## src/rtl/dma_reg_sequencer_if.sv

```systemverilog
// Control/status bundle for dma_reg_sequencer.
//   master : drives the programming port and the run controls, observes status
//   slave  : the sequencer side
// Signals
//   prog_we/prog_addr/prog_data : table write port, entry = {delay, reg_sel, mask, value}
//   num_steps, loop_en, start, abort : run controls
//   busy, done, step_idx, sel_err    : run status
interface dma_reg_sequencer_if #(
    parameter int REG_W   = 16,
    parameter int DEPTH   = 16,
    parameter int DELAY_W = 16,
    parameter int SEL_W   = 4,
    parameter int IDX_W   = $clog2(DEPTH)
);
    logic                             prog_we;
    logic [IDX_W-1:0]                 prog_addr;
    logic [DELAY_W+SEL_W+2*REG_W-1:0] prog_data;
    logic [IDX_W:0]                   num_steps;
    logic                             loop_en;
    logic                             start;
    logic                             abort;
    logic                             busy;
    logic                             done;
    logic [IDX_W-1:0]                 step_idx;
    logic                             sel_err;

    modport master (
        output prog_we, prog_addr, prog_data, num_steps, loop_en, start, abort,
        input  busy, done, step_idx, sel_err
    );

    modport slave (
        input  prog_we, prog_addr, prog_data, num_steps, loop_en, start, abort,
        output busy, done, step_idx, sel_err
    );
endinterface

```

## src/rtl/dma_reg_sequencer.sv

```systemverilog
// Programmable register-stimulus sequencer for the ADMA/SD host.
// Replays a run-time table of timed masked writes onto NUM_REGS host registers,
// pulsing a one-hot write strobe with every applied write.
// Ports
//   CLK, RESET  : rising-edge clock, synchronous active-high reset
//   bus         : dma_reg_sequencer_if.slave (table port, run controls, status)
//   regs_out    : register i at [i*REG_W +: REG_W]
//   reg_wr_stb  : one-cycle one-hot strobe, same edge as the register update
//
// state   | meaning
// IDLE    | waiting for start
// RUN     | counting down the pending entry delay, applying entries
// DONE    | sequence complete, waiting for start to drop
module dma_reg_sequencer #(
    parameter int REG_W    = 16,
    parameter int NUM_REGS = 9,
    parameter int DEPTH    = 16,
    parameter int DELAY_W  = 16,
    parameter int SEL_W    = 4
) (
    input  logic                       CLK,
    input  logic                       RESET,
    dma_reg_sequencer_if.slave         bus,
    output logic [NUM_REGS*REG_W-1:0]  regs_out,
    output logic [NUM_REGS-1:0]        reg_wr_stb
);
    localparam int IDX_W = $clog2(DEPTH);
    localparam int OP_W  = SEL_W + 2*REG_W;

    localparam logic [1:0] ST_IDLE = 2'd0;
    localparam logic [1:0] ST_RUN  = 2'd1;
    localparam logic [1:0] ST_DONE = 2'd2;

    logic [1:0]         state;
    logic [DELAY_W-1:0] cnt;
    logic [IDX_W:0]     num_lat;
    logic [IDX_W-1:0]   step_idx_q;
    logic               sel_err_q;
    logic [REG_W-1:0]   regs [NUM_REGS];

    // Delays live apart from the write operation so the next-delay lookup and
    // the current-entry decode each read a whole word.
    logic [DELAY_W-1:0] dly_tbl [DEPTH];
    logic [OP_W-1:0]    op_tbl  [DEPTH];

    logic [OP_W-1:0]    cur_op;
    logic [SEL_W-1:0]   cur_sel;
    logic [REG_W-1:0]   cur_mask;
    logic [REG_W-1:0]   cur_val;
    logic               sel_ok;
    logic               is_last;
    logic [IDX_W-1:0]   next_idx;
    logic [IDX_W:0]     num_eff;
    logic               busy_int;

    assign busy_int = (state == ST_RUN);

    // Table has no reset so a programmed sequence survives a host reset.
    always_ff @(posedge CLK) begin
        if (bus.prog_we && !busy_int) begin
            dly_tbl[bus.prog_addr] <= bus.prog_data[OP_W +: DELAY_W];
            op_tbl[bus.prog_addr]  <= bus.prog_data[OP_W-1:0];
        end
    end

    assign cur_op   = op_tbl[step_idx_q];
    assign cur_sel  = cur_op[2*REG_W +: SEL_W];
    assign cur_mask = cur_op[REG_W +: REG_W];
    assign cur_val  = cur_op[0 +: REG_W];
    assign sel_ok   = ({1'b0, cur_sel} < (SEL_W+1)'(NUM_REGS));
    assign is_last  = ({1'b0, step_idx_q} == (num_lat - 1'b1));
    assign next_idx = step_idx_q + 1'b1;
    // Counts beyond the table depth run the whole table rather than wrapping.
    assign num_eff  = (bus.num_steps > (IDX_W+1)'(DEPTH)) ? (IDX_W+1)'(DEPTH) : bus.num_steps;

    always_ff @(posedge CLK) begin
        if (RESET) begin
            state      <= ST_IDLE;
            cnt        <= '0;
            num_lat    <= '0;
            step_idx_q <= '0;
            sel_err_q  <= 1'b0;
            reg_wr_stb <= '0;
            for (int i = 0; i < NUM_REGS; i++) regs[i] <= '0;
        end else begin
            reg_wr_stb <= '0;
            case (state)
                ST_IDLE: begin
                    if (bus.start) begin
                        if (num_eff != '0) begin
                            state      <= ST_RUN;
                            step_idx_q <= '0;
                            cnt        <= dly_tbl[0];
                            num_lat    <= num_eff;
                        end else begin
                            state <= ST_DONE;
                        end
                    end
                end
                ST_RUN: begin
                    if (bus.abort) begin
                        state <= ST_IDLE;
                    end else if (cnt != '0) begin
                        cnt <= cnt - 1'b1;
                    end else begin
                        for (int i = 0; i < NUM_REGS; i++) begin
                            if (sel_ok && (cur_sel == SEL_W'(i))) begin
                                regs[i]       <= (regs[i] & ~cur_mask) | (cur_val & cur_mask);
                                reg_wr_stb[i] <= 1'b1;
                            end
                        end
                        if (!sel_ok) sel_err_q <= 1'b1;
                        if (!is_last) begin
                            step_idx_q <= next_idx;
                            cnt        <= dly_tbl[next_idx];
                        end else if (bus.loop_en) begin
                            step_idx_q <= '0;
                            cnt        <= dly_tbl[0];
                        end else begin
                            state <= ST_DONE;
                        end
                    end
                end
                ST_DONE: begin
                    if (!bus.start) state <= ST_IDLE;
                end
                default: state <= ST_IDLE;
            endcase
        end
    end

    for (genvar g = 0; g < NUM_REGS; g++) begin : g_regs
        assign regs_out[g*REG_W +: REG_W] = regs[g];
    end

    assign bus.busy     = busy_int;
    assign bus.done     = (state == ST_DONE);
    assign bus.step_idx = step_idx_q;
    assign bus.sel_err  = sel_err_q;
endmodule

```

## src/flat_wrapper.sv

```systemverilog
// flat-port wrapper written by rule: the top's interface ports become plain ports
module dma_reg_sequencer_flat 
#(
    parameter int REG_W    = 16,
    parameter int NUM_REGS = 9,
    parameter int DEPTH    = 16,
    parameter int DELAY_W  = 16,
    parameter int SEL_W    = 4
)
  (CLK, RESET, regs_out, reg_wr_stb, bus_prog_we, bus_prog_addr, bus_prog_data, bus_num_steps, bus_loop_en, bus_start, bus_abort, bus_busy, bus_done, bus_step_idx, bus_sel_err);
  dma_reg_sequencer_if #(.REG_W(REG_W), .DEPTH(DEPTH), .DELAY_W(DELAY_W), .SEL_W(SEL_W), .IDX_W((4))) bus_i ();
  input  logic CLK;
  input  logic RESET;
  output logic [NUM_REGS*REG_W-1:0] regs_out;
  output logic [NUM_REGS-1:0] reg_wr_stb;
  input wire logic [$bits(bus_i.prog_we)-1:0] bus_prog_we;
  input wire logic [$bits(bus_i.prog_addr)-1:0] bus_prog_addr;
  input wire logic [$bits(bus_i.prog_data)-1:0] bus_prog_data;
  input wire logic [$bits(bus_i.num_steps)-1:0] bus_num_steps;
  input wire logic [$bits(bus_i.loop_en)-1:0] bus_loop_en;
  input wire logic [$bits(bus_i.start)-1:0] bus_start;
  input wire logic [$bits(bus_i.abort)-1:0] bus_abort;
  output wire logic [$bits(bus_i.busy)-1:0] bus_busy;
  output wire logic [$bits(bus_i.done)-1:0] bus_done;
  output wire logic [$bits(bus_i.step_idx)-1:0] bus_step_idx;
  output wire logic [$bits(bus_i.sel_err)-1:0] bus_sel_err;
  assign bus_i.prog_we = bus_prog_we;
  assign bus_i.prog_addr = bus_prog_addr;
  assign bus_i.prog_data = bus_prog_data;
  assign bus_i.num_steps = bus_num_steps;
  assign bus_i.loop_en = bus_loop_en;
  assign bus_i.start = bus_start;
  assign bus_i.abort = bus_abort;
  assign bus_busy = bus_i.busy;
  assign bus_done = bus_i.done;
  assign bus_step_idx = bus_i.step_idx;
  assign bus_sel_err = bus_i.sel_err;
  dma_reg_sequencer #(.REG_W(REG_W), .NUM_REGS(NUM_REGS), .DEPTH(DEPTH), .DELAY_W(DELAY_W), .SEL_W(SEL_W)) u_core (.CLK(CLK), .RESET(RESET), .bus(bus_i), .regs_out(regs_out), .reg_wr_stb(reg_wr_stb));
endmodule
```

## config.mk

```make
export PLATFORM = sky130hd
export DESIGN_NAME = dma_reg_sequencer_flat
export DESIGN_NICKNAME = d
export VERILOG_FILES = /design/src/rtl/dma_reg_sequencer_if.sv /design/src/rtl/dma_reg_sequencer.sv /design/src/flat_wrapper.sv
export SDC_FILE = /design/constraint.sdc
export NUM_CORES = 1
export LEC_CHECK = 0
export CAP_MARGIN = 20
export CORE_ASPECT_RATIO = 0.7
export CORE_MARGIN = 2
export CORE_UTILIZATION = 55
export CTS_CLUSTER_SIZE = 25
export DETAILED_ROUTE_END_ITERATION = 6
export PLACE_DENSITY = 0.71
export REMOVE_ABC_BUFFERS = 1
export SLEW_MARGIN = 30
export SYNTH_ARGS = -nofsm -noshare
export SYNTH_HDL_FRONTEND = slang
export SYNTH_SLANG_ARGS = --single-unit
```

## constraint.sdc

```tcl
create_clock -name CLK -period 15.2 [get_ports CLK]
set_input_delay 4.56 -clock CLK [delete_from_list [all_inputs] [get_ports CLK]]
set_output_delay 4.56 -clock CLK [all_outputs]
set_load 0.01 [all_outputs]
```

Run 1, signal wires on met1:
Drawn at 1 px/um. Cells faint in the background.
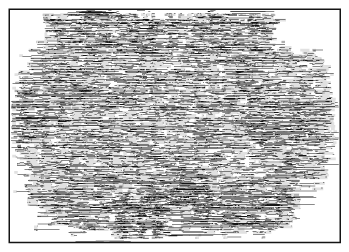
nets with wire on the layer: 2190
share of all routed wire: 43%
met1 track demand over resource: 0.378
Routed WL: 94200 um
via count: 20700

Run 1, metal 2:
Drawn at 1.5 px/um.
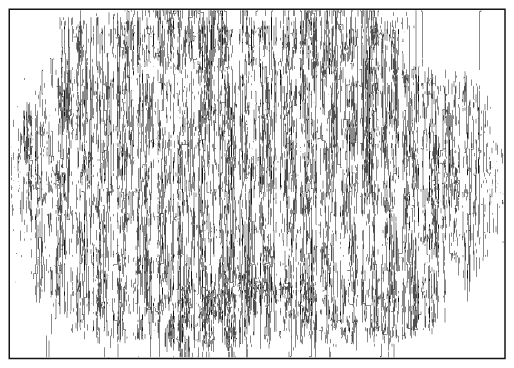
wire length on this layer: 44.0 mm
share of all routed wire: 47%
main direction: vertical
GR met2 Demand/Resource: 0.379

==> metrics.log, run 1 <==
[flow] collecting metrics
[metrics] status: completed
[metrics] share of async-settable or async-resettable flops after synthesis: 0
[metrics] number of flip-flops in the largest register: 576
[metrics] post-detailed-route DRC marker count: 0
[metrics] Final HPWL DP: 51200 um
[metrics] utilization of the core after routing: 0.646
[metrics] largest class: flip-flops and latches
[metrics] first-pass GRT wire length: 138000 um
[metrics] die boundary height: 232 um
[metrics] Area growth syn-to-layout: 16.1%
[metrics] root buffer cell: sky130_fd_sc_hd__clkbuf_16
[metrics] share of synthesized cell area in full adder, half adder and majority cells: 0.00123
[metrics] synth unique cells: 66
[metrics] Die Wd: 329 um
[metrics] combinational fraction of design power: 0.053
[metrics] count of buffers from port buffering: 226
[metrics] kind of end point of the critical path: primary output
[metrics] number of buffers between clock root and the deepest sink: 3
[metrics] busiest metal layer after global routing: met2
[metrics] final number of max-transition violations: 0
[metrics] critical path class: reg -> out
[metrics] Plain + repair buffers: 270
[metrics] most frequently placed logic cell in the final layout: sky130_fd_sc_hd__edfxtp_1
[metrics] worst-case register-to-register setup slack: 11.60 ns
[metrics] final critical delay including setup and external delays: 7.23 ns
[metrics] Chip Area, Yosys: 40800 sq um
[metrics] ratio of routed vias to standard cells: 6.31
[metrics] Non-Filler Cell Area, Final: 47400 sq um
[metrics] total chip power: 5760 uW
[metrics] share of post-route cells with drive strength above 1: 0.284
[metrics] area share of and/or/nand/nor cells after synthesis: 0.0470
[metrics] mux share: 0.146
[metrics] Std-Cell Core Area: 73300 sq um
[metrics] Init Core Util: 0.556
[metrics] Met3 Wirelength: 8090 um
[metrics] filler cell count: 4865
[metrics] met1 layer wirelength in the final routing: 40300 um
[metrics] Compound-Gate Fraction of Synth Area: 0.0459
[metrics] net load switching power: 1210 uW
[metrics] setup repair bufs after CTS: 0
[metrics] Site Rows: 83
[metrics] YS warnings: 0
[metrics] count of antenna-violating nets left after detailed routing: 0
[metrics] Top reg by flops: u_core.op_tbl
[metrics] headroom to the max-slew limit: 0.359
[metrics] number of clock-tree buffers in the layout: 108
[metrics] vias in the first global route: 21000
[metrics] tool warnings: 29
[metrics] highest fanout seen on the critical path: 11
[metrics] highest clock frequency the design can meet: 0.138 GHz
[metrics] Inverters: 12
[metrics] Storage cell area: 30100 sq um
[metrics] cell area after placement: 44200 sq um
[metrics] maximum level of the CTS H-tree: 3
[metrics] TritonCTS sink count: 1017
[metrics] hold buffers post-CTS: 0
[metrics] static leakage: 0.0144 uW
[metrics] count of antenna diodes in the layout: 3
[metrics] chip area: 76400 sq um
Run 1, metal 3:
Drawn at 1 px/um. Cells faint in the background.
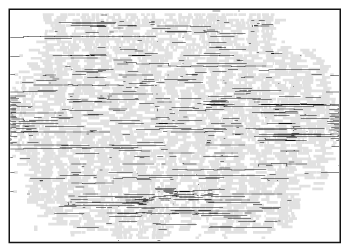
main direction: horizontal
longest straight run: 127 um
wire length on this layer: 8090 um
met3 capacity usage during global routing: 0.0528

## run 1: path summary, 6_finish.rpt
| check | from | to | depth (start not counted) |
|---|---|---|---|
| worst max-delay path | u_core.state[1] | bus_busy | 3 |
| worst min-delay path | u_core.cnt[12] | u_core.cnt[12] | 2 |
| worst max register to register | flop | u_core.regs[8][11] | 10 |
| worst min register to register | u_core.cnt[12] | u_core.cnt[12] | 2 |
## run 1: power by group through the flow
| stage | combinational (uW) | sequential [uW] | clock, uW |
|---|---|---|---|
| after global placement | 292 | 3200 | 0 |
| after floorplan | 157 | 3210 | 0 |
| final | 307 | 3150 | 2310 |
| after detailed placement | 301 | 3210 | 0 |
| after global routing | 328 | 3150 | 2450 |
| after CTS | 303 | 3150 | 2340 |
--- run 2 (diff from run 1) ---
- CORE_UTILIZATION: 55 -> 54
- PLACE_DENSITY: 0.71 -> 0.73
- clock period: 15.2 -> 6.5 ns (I/O delays scaled with it)
Run 2, metal 2:
Drawn at 1.5 px/um.
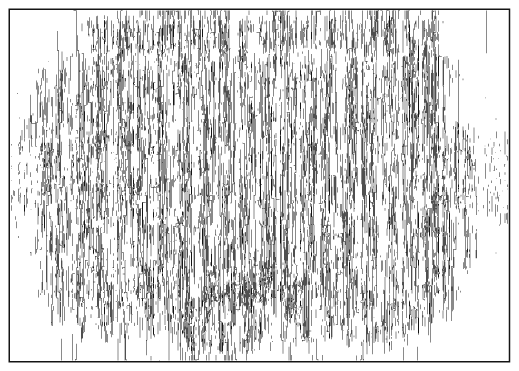
wire length on this layer: 43.2 mm
nets with wire on the layer: 2116
longest straight run: 96.5 um

Run 2, metal 4:
Drawn at 1 px/um. Cells faint in the background.
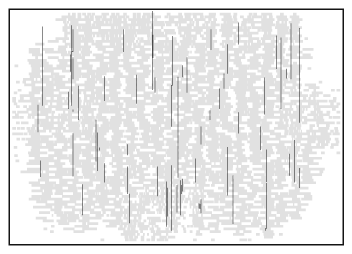
longest straight run: 101 um
nets with wire on the layer: 35
share of all routed wire: 2.2%
wire length on this layer: 2030 um
main direction: vertical

==> run 2 against run 1 <==
- cell count rose by 0.43%
- clock skew rose by 0.012 ns
- combinational power rose by 130%
- clock power rose by 120%
- critical path depth did not move
- setup slack got worse by 6.0 ns
- non-clock buffer count rose by 5
- flip-flop count did not move
- synthesized area did not move
- hold slack improved by 0.0064 ns
==> metrics.log, run 2 <==
[flow] collecting metrics
[metrics] cell area after placement: 44300 sq um
[metrics] chip area: 77800 sq um
[metrics] vias in the first global route: 20900
[metrics] setup repair bufs after CTS: 0
[metrics] highest fanout seen on the critical path: 11
[metrics] end of the worst register-to-register path: u_core.regs[4][13]
[metrics] Hold WS: 0.496 ns
[metrics] Seq cells: 1017
[metrics] CP delay by family, top: buffers and inverters
[metrics] via count: 20700
[metrics] clock transition time at the flip-flop clock pins of the worst setup and hold paths: 0.06 ns
[metrics] root buffer cell: sky130_fd_sc_hd__clkbuf_16
[metrics] static leakage: 0.0143 uW
[metrics] ratio of routed vias to standard cells: 6.28
[metrics] startpoint of the most critical setup path: u_core.state[1]
[metrics] utilization of the core after routing: 0.630
[metrics] Chip Area, Yosys: 40800 sq um
[metrics] Init Core Util: 0.544
[metrics] Top reg by flops: u_core.op_tbl
[metrics] Seq group: 7360 uW
[metrics] worst-case register-to-register setup slack: 2.73 ns
[metrics] synth unique cells: 66
[metrics] Inverters: 12
[metrics] final number of max-transition violations: 0
[metrics] Area growth syn-to-layout: 15.8%
[metrics] clock skew after layout: 0.0294 ns
[metrics] minimum setup slack after placement: 1.75 ns
[metrics] total negative slack for setup checks: 0 ns
[metrics] Synth top cell by count: sky130_fd_sc_hd__edfxtp_1
[metrics] number of flip-flops in the largest register: 576
[metrics] Worst Hold Path EP: u_core.bus.sel_err
[metrics] largest class: flip-flops and latches
[metrics] ordered cell list for the critical path: nand2b_1, clkinv_1, clkdlybuf4s50_1
[metrics] Final HPWL DP: 51500 um
[metrics] Logic power comb: 715 uW
[metrics] hold buffers post-CTS: 0
[metrics] net load switching power: 2800 uW
[metrics] number of buffers between clock root and the deepest sink: 3
[metrics] Site Rows: 84
[metrics] YS warnings: 0
[metrics] power attributed to the clock group: 5180 uW
[metrics] count of buffers from port buffering: 226
[metrics] Final setup violation count: 0
[metrics] share of post-route cells with drive strength above 1: 0.282
[metrics] Std-Cell Core Area: 74900 sq um
[metrics] well-tap cell count: 989
[metrics] destination of the critical timing path: bus_busy
[metrics] share of async-settable or async-resettable flops after synthesis: 0
[metrics] number of standard cells in the final layout excluding fillers: 3300
[metrics] Routed WL: 93400 um
[metrics] Post-Syn Instances: 1955
[metrics] highest clock frequency the design can meet: 0.222 GHz
[metrics] switching part of the total: 0.211
[metrics] Storage cell area: 30100 sq um
[metrics] worst-path cell with the longest stage delay: sky130_fd_sc_hd__clkdlybuf4s50_1
[metrics] count of antenna-violating nets left after detailed routing: 0
[metrics] kind of end point of the critical path: primary output
[metrics] post-detailed-route DRC marker count: 0
[metrics] first-pass GRT wire length: 138000 um
[metrics] RD Place Congestion: 0.840
[metrics] number of clock-tree buffers in the layout: 107
[metrics] most frequently placed logic cell in the final layout: sky130_fd_sc_hd__edfxtp_1
[metrics] R2R cell count: 9
[metrics] status: completed
[metrics] final critical delay including setup and external delays: 4.51 ns
[metrics] headroom to the max-slew limit: 0.347
[metrics] Plain + repair buffers: 275
[metrics] die boundary height: 234 um
[metrics] hold path cells: 2
[metrics] power density normalized to cell area: 281 nW/um^2
[metrics] biggest area consumer among synthesized cells: sky130_fd_sc_hd__edfxtp_1
[metrics] number of cells on the critical path: 3
[metrics] Largest Pwr Group: sequential cells
[metrics] filler cell count: 4971
[metrics] total number of nets in the final design: 2306
[metrics] critical path class: reg -> out
[metrics] TritonCTS sink count: 1017
[metrics] cells in synth_stat.txt: 1955
[metrics] tool warnings: 27
[metrics] logic area: 10200 sq um
[metrics] combinational fraction of design power: 0.054
[metrics] maximum level of the CTS H-tree: 3
[metrics] total chip power: 13300 uW
[metrics] count of antenna diodes in the layout: 1
[metrics] Die Wd: 332 um
[metrics] worst hold path startpoint: u_core.bus.sel_err
[metrics] Non-Filler Cell Area, Final: 47200 sq um
==> run 2: cell counts after synthesis <==
No cell type changed its count.
==> run 2: kinds of logic after synthesis <==
logic type | synth area share
flip-flops | 0.739
AND/OR/NAND/NOR | 0.0470
multiplexers | 0.146
AND-OR/OR-AND | 0.0459
buffers and inverters | 0.0160
XOR/XNOR | 0.00491
adder cells (fa/ha/maj) | 0.00123
==> run 2: layer usage <==
layer,GRT usage,routed length (um)
met5,0,28
met4,0.0598,2030
met3,0.0503,8190
met2,0.370,43200
met1,0.361,40000
==> run 2: worst min-delay path, stage by stage, from the launching register on <==
cell and delay, ns:
sky130_fd_sc_hd__dfxtp_1 0.31, sky130_fd_sc_hd__inv_1 0.06, sky130_fd_sc_hd__o22ai_1 0.07
--- run 3 (diff from run 2) ---
- clock period: 6.5 -> 3.8 ns (I/O delays scaled with it)
Run 3, signal wires on met1:
Drawn at 1 px/um. Cells faint in the background.
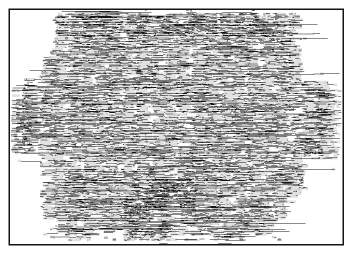
share of all routed wire: 41%
wire length on this layer: 38.6 mm
longest straight run: 93.8 um
nets with wire on the layer: 2231

Run 3, metal 2:
Drawn at 1.5 px/um.
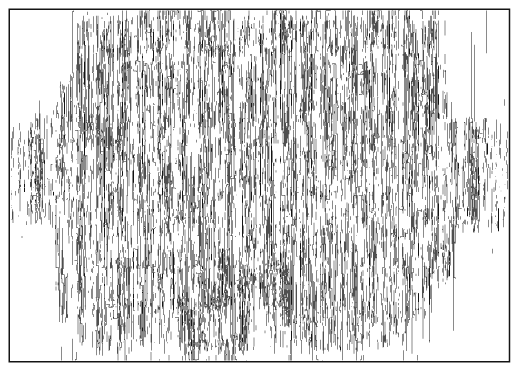
longest straight run: 97.8 um
wire length on this layer: 44.8 mm
GR met2 Demand/Resource: 0.380
via count: 20700

==> run 3 against run 2 <==
- final area is 1.5% higher
- cell count rose by 0.76%
- clock skew is 0.0072 ns lower
- via count barely moved
- register-to-register slack got worse by 2.0 ns
- die size unchanged
- sequential power up 71%
- non-clock buffer count up 15
- critical path type unchanged
- largest cell class unchanged
- flip-flop count did not move
- hold slack gained 0.0014 ns
==> metrics.log, run 3 <==
[flow] collecting metrics
[metrics] Storage cell area: 30100 sq um
[metrics] total number of nets in the final design: 2324
[metrics] critical path class: reg -> out
[metrics] combinational fraction of design power: 0.054
[metrics] count of buffers from port buffering: 226
[metrics] final critical delay including setup and external delays: 3.33 ns
[metrics] area share of and/or/nand/nor cells after synthesis: 0.0470
[metrics] Top reg by flops: u_core.op_tbl
[metrics] met2 wire length: 44800 um
[metrics] kind of end point of the critical path: primary output
[metrics] status: completed
[metrics] Compound-Gate Fraction of Synth Area: 0.0459
[metrics] YS warnings: 0
[metrics] switching part of the total: 0.208
[metrics] power attributed to the clock group: 9500 uW
[metrics] die boundary height: 234 um
[metrics] number of buffers between clock root and the deepest sink: 3
[metrics] cells in synth_stat.txt: 1955
[metrics] Area growth syn-to-layout: 17.6%
[metrics] net load switching power: 4860 uW
[metrics] biggest combinational cell group after synthesis: multiplexers
[metrics] count of antenna-violating nets left after detailed routing: 0
[metrics] clock skew after layout: 0.0222 ns
[metrics] Site Rows: 84
[metrics] Chip Area, Yosys: 40800 sq um
[metrics] first-pass GRT wire length: 137000 um
[metrics] logic area: 10200 sq um
[metrics] share of post-route cells with drive strength above 1: 0.290
[metrics] worst-path cell with the longest stage delay: sky130_fd_sc_hd__clkdlybuf4s50_1
[metrics] vias in the first global route: 20900
[metrics] headroom to the max-slew limit: 0.531
[metrics] total negative slack for setup checks: 0 ns
[metrics] hold path cells: 2
[metrics] Top Layer Used: met5
[metrics] R2R cell count: 8
[metrics] worst-case register-to-register setup slack: 0.76 ns
[metrics] root buffer cell: sky130_fd_sc_hd__clkbuf_16
[metrics] met1 layer wirelength in the final routing: 38600 um
[metrics] total chip power: 23300 uW
[metrics] Seq group: 12600 uW
[metrics] TritonCTS sink count: 1017
[metrics] highest fanout seen on the critical path: 11
[metrics] most frequently placed logic cell in the final layout: sky130_fd_sc_hd__edfxtp_1
run 3: cell counts after synthesis:
Identical to the previous run, type by type.
run 3: final cells by class:
type | count | share of cell area
timing repair buffer | 290 | 0.0671
inverter | 12 | 0.000939
tap | 989 | 0.0258
clock buffer | 113 | 0.0521
clock inverter | 61 | 0.0128
antenna | 5 | 0.000261
sequential | 1017 | 0.629
multi-input combinational | 838 | 0.212
run 3: worst max-delay path by stage:
stage	depth (start not counted)	to	from	slack, ns
global placement	4	u_core.op_tbl[0][23]	bus_prog_addr[1]	0.37
detailed placement	4	u_core.op_tbl[0][30]	bus_prog_addr[1]	0.35
global route	4	bus_busy	u_core.state[1]	0.34
floorplan	6	u_core.regs[0][0]	flop	-7.14
CTS	4	bus_busy	u_core.state[1]	0.45
finish	4	bus_busy	u_core.state[1]	0.47
Power and IR drop assume default switching activity.
